==> run_1/congestion.png <==
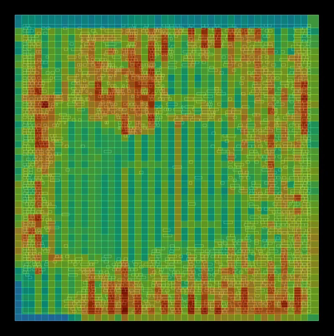
==> run_1/metal_density.png <==
The bar under the picture is 100 um long. 32 x 32 tiles, from dark blue (low) to red (high), scaled to the fullest tile. Values are wire area over tile area, all layers added.
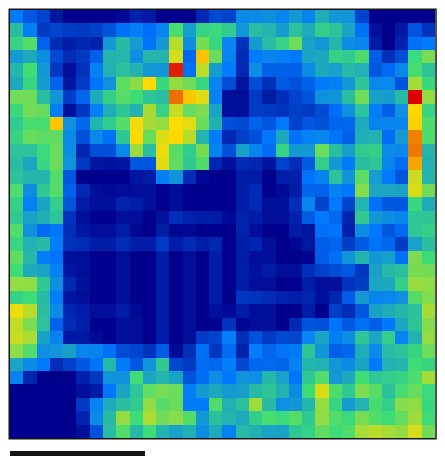
==> run_1/placement_by_type.png <==
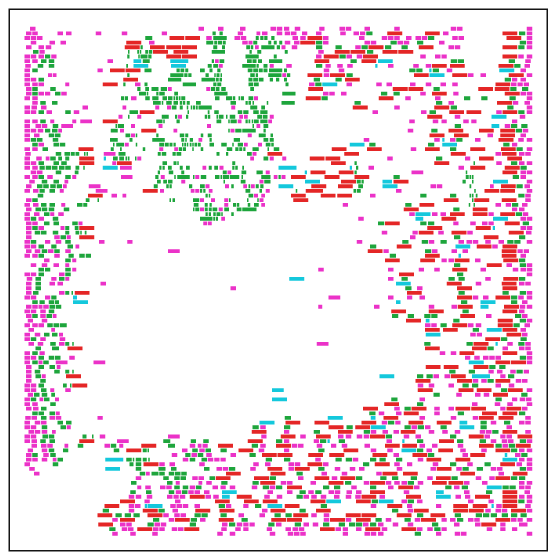
### src/rtl/read_channel_dispatcher.sv
// Round-robin read dispatcher: arbitrates per-port read requests onto one SRAM read port
// and routes each returning word back to its requester through a tag pipeline.
module read_channel_dispatcher #(
    parameter int num_of_ports       = 16,
    parameter int arbiter_data_width = 256,
    parameter int addr_width         = 14,
    parameter int sram_latency       = 2
) (
    input  logic                                 clk,
    input  logic                                 rst_n,
    input  logic [num_of_ports-1:0]              rd_req,
    input  logic [num_of_ports*addr_width-1:0]   rd_addr,
    output logic [num_of_ports-1:0]              rd_grant,
    output logic                                 sram_rd_en,
    output logic [addr_width-1:0]                sram_rd_addr,
    input  logic [arbiter_data_width-1:0]        sram_rd_data,
    output logic [arbiter_data_width-1:0]        rd_data_out,
    output logic [num_of_ports-1:0]              rd_valid
);

    localparam int IDX_W = (num_of_ports > 1) ? $clog2(num_of_ports) : 1;

    logic [num_of_ports-1:0]       r_grant;
    logic                          r_sram_en;
    logic [addr_width-1:0]         r_sram_addr;
    logic [IDX_W-1:0]              r_ptr;
    logic [arbiter_data_width-1:0] r_data_out;
    logic [num_of_ports-1:0]       r_valid;

    // Stage 0 coincides with the read strobe; stage sram_latency lines up with sram_rd_data.
    logic [sram_latency:0]         r_tag_vld;
    logic [IDX_W-1:0]              r_tag_idx [0:sram_latency];

    logic [num_of_ports-1:0]       w_eligible;
    logic                          w_found;
    logic [IDX_W-1:0]              w_winner;
    logic [IDX_W-1:0]              w_ptr_next;

    always_comb begin
        int idx;
        w_eligible = rd_req & ~r_grant;
        w_found    = 1'b0;
        w_winner   = '0;
        idx        = 0;
        for (int i = 0; i < num_of_ports; i++) begin
            idx = int'(r_ptr) + i;
            if (idx >= num_of_ports) begin
                idx = idx - num_of_ports;
            end
            if (!w_found && w_eligible[idx]) begin
                w_found  = 1'b1;
                w_winner = IDX_W'(idx);
            end
        end
        w_ptr_next = (w_winner == IDX_W'(num_of_ports - 1)) ? '0 : w_winner + IDX_W'(1);
    end

    always_ff @(posedge clk or negedge rst_n) begin
        if (!rst_n) begin
            r_grant     <= '0;
            r_sram_en   <= 1'b0;
            r_sram_addr <= '0;
            r_ptr       <= '0;
            r_data_out  <= '0;
            r_valid     <= '0;
            r_tag_vld   <= '0;
            for (int s = 0; s <= sram_latency; s++) begin
                r_tag_idx[s] <= '0;
            end
        end else begin
            r_sram_en <= w_found;
            r_grant   <= w_found ? (num_of_ports'(1) << w_winner) : '0;
            if (w_found) begin
                r_sram_addr <= rd_addr[w_winner*addr_width +: addr_width];
                r_ptr       <= w_ptr_next;
            end

            r_tag_vld[0] <= w_found;
            r_tag_idx[0] <= w_winner;
            for (int s = 1; s <= sram_latency; s++) begin
                r_tag_vld[s] <= r_tag_vld[s-1];
                r_tag_idx[s] <= r_tag_idx[s-1];
            end

            r_valid <= r_tag_vld[sram_latency] ? (num_of_ports'(1) << r_tag_idx[sram_latency]) : '0;
            if (r_tag_vld[sram_latency]) begin
                r_data_out <= sram_rd_data;
            end
        end
    end

    assign rd_grant     = r_grant;
    assign sram_rd_en   = r_sram_en;
    assign sram_rd_addr = r_sram_addr;
    assign rd_data_out  = r_data_out;
    assign rd_valid     = r_valid;

endmodule

### config.mk
export PLATFORM = sky130hd
export DESIGN_NAME = read_channel_dispatcher
export DESIGN_NICKNAME = d
export VERILOG_FILES = /design/src/rtl/read_channel_dispatcher.sv
export SDC_FILE = /design/constraint.sdc
export NUM_CORES = 1
export LEC_CHECK = 0
export CORE_AREA = 8 8 307 309
export DETAILED_ROUTE_END_ITERATION = 16
export DIE_AREA = 0 0 315 317
export HOLD_SLACK_MARGIN = 0.1
export PLACE_DENSITY = 0.49
export SYNTH_ARGS = -nofsm -noshare
export SYNTH_HDL_FRONTEND = slang
export SYNTH_SLANG_ARGS = --single-unit
### constraint.sdc
create_clock -name clk -period 6.55 [get_ports clk]
set_clock_uncertainty 0.2 [all_clocks]
set_input_delay 1.965 -clock clk [delete_from_list [all_inputs] [get_ports clk]]
set_output_delay 1.965 -clock clk [all_outputs]
set_load 0.01 [all_outputs]
==> reports/results.txt, run 1 <==
Met2 Usage GRT = 31.2%
RR Endpoint = sram_rd_addr[0]
WHS Endpoint = r_tag_idx[7]
DP Worst Slack = -0.368 ns
Final Cycle Share = 94.2%
Share of cells above drive strength 1 = 23.8%
Mi-comb count = 829
RSZ-0062 raised after global routing = no
Area leader share = 49.7%
Largest Pwr Group = combinational cells
# clk buffers = 53
Worst path bufs/invs = 3
Mapped Area = 16100 sq um
Row count = 110
Status = completed
Dominant kind of cell by area = non-clock buffers
EDFF count, synth = 0
H-tree levels = 2
Yosys chip area = 16100 sq um
Fin. max-slew vios = 0
FMAX = 162 MHz
Hold buffers post-CTS = 0
Post-synth cell types = 76
Die height = 317 um
Top-count cell post-synth = dfrtp_1
Seq/total area = 28.8%
Highest Signal Layer = met4
Top FF cell, synth = dfrtp_1
Post-CTS Setup Bufs = 0
Yosys top cell by area = dfrtp_1
Maximum VDD drop = 0.824 mV
Hold_sp = r_tag_idx[11]
Area growth, synth to finish = 72.5%
Max_slew headroom = 31.3%
Die W = 315 um
Most used routing layer = met2
Startpoint types = primary input
Reg2reg path depth = 15
Internal power = 0.0101 W
Sequential power = 0.00247 W
Worst EP arrival = 6.42 ns
Synth flops = 321
Crit-path cells = clkdlybuf4s50_1 -> nor2b_1 -> a2111oi_0 -> or4_1 -> mux2_2 -> o21ai_1 -> a311oi_1 -> a2111oi_1 -> o31ai_4 -> buf_4 -> mux2i_1 -> mux2i_1 -> mux2i_1 -> buf_4 -> o211ai_1
Crit-path max FO = 14
Routed vias/inst = 4.22
Starting DRT DRC Count = 738
-- congestion.png (at the start) --
met3 usage: 4.26%
Finished Core Util: 31.2%
GRT met1 Usage: 16.8%
gr usage total: 15.9%
wire per inst: 24.9 um

-- metal_density.png (at the start) --
- fullest tile: 0.50
- densest ninth of the die: lower right
- tiles over half the peak: 15%
- nearly empty tiles: 12%
via count: 14200
total wire length: 83.5 mm

-- placement_by_type.png (at the start) --
- green: combinational and other logic (cells 843; share of their area 29%)
- magenta: remaining buffers and delay cells (cells 936; share of their area 35%)
- cyan: clock drivers and dummy loads (cells 71; share of their area 5.1%)
- red: sequential cells (cells 321; share of their area 30%)

==> run 2: changes to the inputs <==
--- a/config.mk
+++ b/config.mk
@@ -9,7 +9,7 @@
 export DETAILED_ROUTE_END_ITERATION = 16
 export DIE_AREA = 0 0 315 317
 export HOLD_SLACK_MARGIN = 0.1
-export PLACE_DENSITY = 0.49
+export PLACE_DENSITY = 0.38
 export SYNTH_ARGS = -nofsm -noshare
 export SYNTH_HDL_FRONTEND = slang
 export SYNTH_SLANG_ARGS = --single-unit
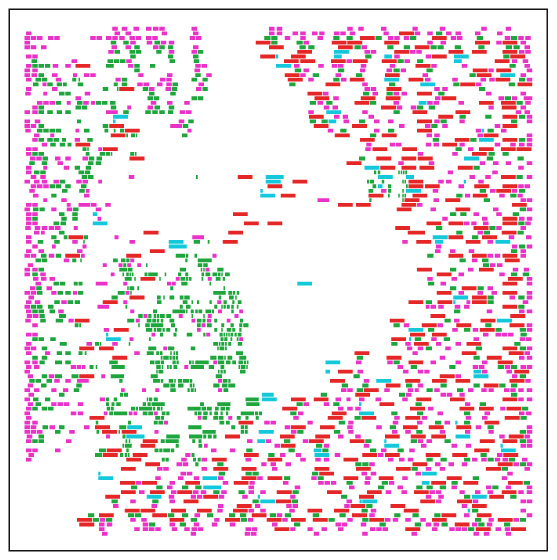
(run_2/placement_by_type.png)
- green: combinational and other logic (cells 843; share of their area 30%)
- red: sequential cells (cells 321; share of their area 31%)
- cyan: clock drivers and dummy loads (cells 77; share of their area 5.5%)
- magenta: remaining buffers and delay cells (cells 889; share of their area 34%)
Seq/total area: 29.2%
row count: 110
final instance area: 27500 sq um
CORE AREA: 89300 sq um

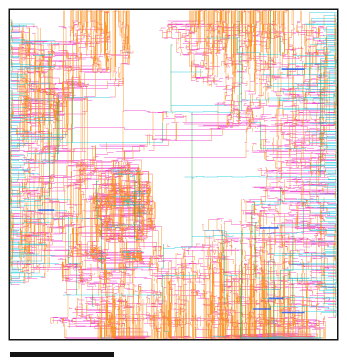
(run_2/wires.png)
The bar under the picture is 100 um long.
- cyan: metal 3 (wire length 7080 um)
- magenta: metal 1 (wire length 28.7 mm)
- orange: metal 2 (wire length 41.3 mm)
- blue: metal 5 (wire length 98.4 um)
- green: metal 4 (wire length 1870 um)
total wire length: 79.1 mm
via count: 13800
wire per inst: 23.9 um
gr usage total: 15.0%

==> reports/results.txt, run 2 <==
Yosys cell count = 1239
Reg2reg path depth = 15
Worst EP arrival = 6.41 ns
Starting DRT DRC Count = 546
Top cells by count = dfrtp_1, mux2_2, mux2i_1
YS warnings = 0
Startpoint types = primary input
Internal power = 0.00926 W
Crit-path max FO = 27
Area leader share = 49.7%
Top-count cell post-synth = dfrtp_1
PnR worst setup slack = 0.362 ns
Met2 Usage GRT = 27.9%
Post-CTS Setup Bufs = 0
Metal3 WL = 7.08 mm
Most used routing layer = met2
Yosys chip area = 16100 sq um
Ys async rst share = 100%
Share of cells above drive strength 1 = 22.3%
Logic inverters = 14
Hold buffers post-CTS = 0
Die height = 317 um
Die W = 315 um
Area growth, synth to finish = 70.3%
WP depth = 15
Final Cycle Share = 94.5%
DRC = 0
FMAX = 162 MHz
Basic Gates by Area = 6.87%
Mapped Cells = 1239
Drt pass-1 iters = 5
Hold violation total from the final report = 0
First-pass GRT wire length = 111 mm
Dpl cells = 3229
Hold_sp = r_tag_vld[1]
Floorplan Nets = 1746
Sequential power = 0.00247 W
Reg power frac = 14.7%
Maximum VDD drop = 0.495 mV
Diode count = 6
Initial antenna violation count = 12
Final Power = 0.0168 W
Flops = 321
Max_slew headroom = 12.9%
Clock share of power = 14.2%
Crit path from = rd_req[9]
Worst path bufs/invs = 3
Data buffer area share = 31.9%
WHS Endpoint = r_tag_vld[2]
Yosys top cell by area = dfrtp_1
Grt ovf = 0
EDFF count, synth = 0
Fin. max-slew vios = 0
Met3 usage = 5.50%
Crit-path cells = clkdlybuf4s50_1 -> nor3b_1 -> a2111oi_0 -> or4_1 -> mux2_2 -> o21ai_1 -> a311oi_1 -> a2111oi_1 -> o31ai_4 -> buf_12 -> buf_12 -> mux2i_1 -> mux2i_1 -> mux2i_1 -> o211ai_1
Synth flops = 321
Status = completed
Top FF cell, synth = dfrtp_1
DP Worst Slack = -0.551 ns
Synthesized area per cell = 13.0 sq um
Non-Filler Instances = 3312
Dominant kind of cell by area = non-clock buffers
H-tree levels = 2
Met2 WL = 41.3 mm
GRT met1 Usage = 15.9%
Mapped Area = 16100 sq um
Top post-synthesis cells by area = dfrtp_1, mux2_2, mux2i_1, mux4_2, nand2_1
Routed vias/inst = 4.18
Post-synth cell types = 76
# clk buffers = 61
Highest Signal Layer = met5
RSZ-0062 raised after global routing = no
Mi-comb count = 829
Combinational Power Share = 71.1%
Finished Core Util = 30.8%
RR Endpoint = sram_rd_addr[7]
Largest Pwr Group = combinational cells
Worst Max-Slew Pin Slew = 1.31 ns
Power and IR drop assume default switching activity.
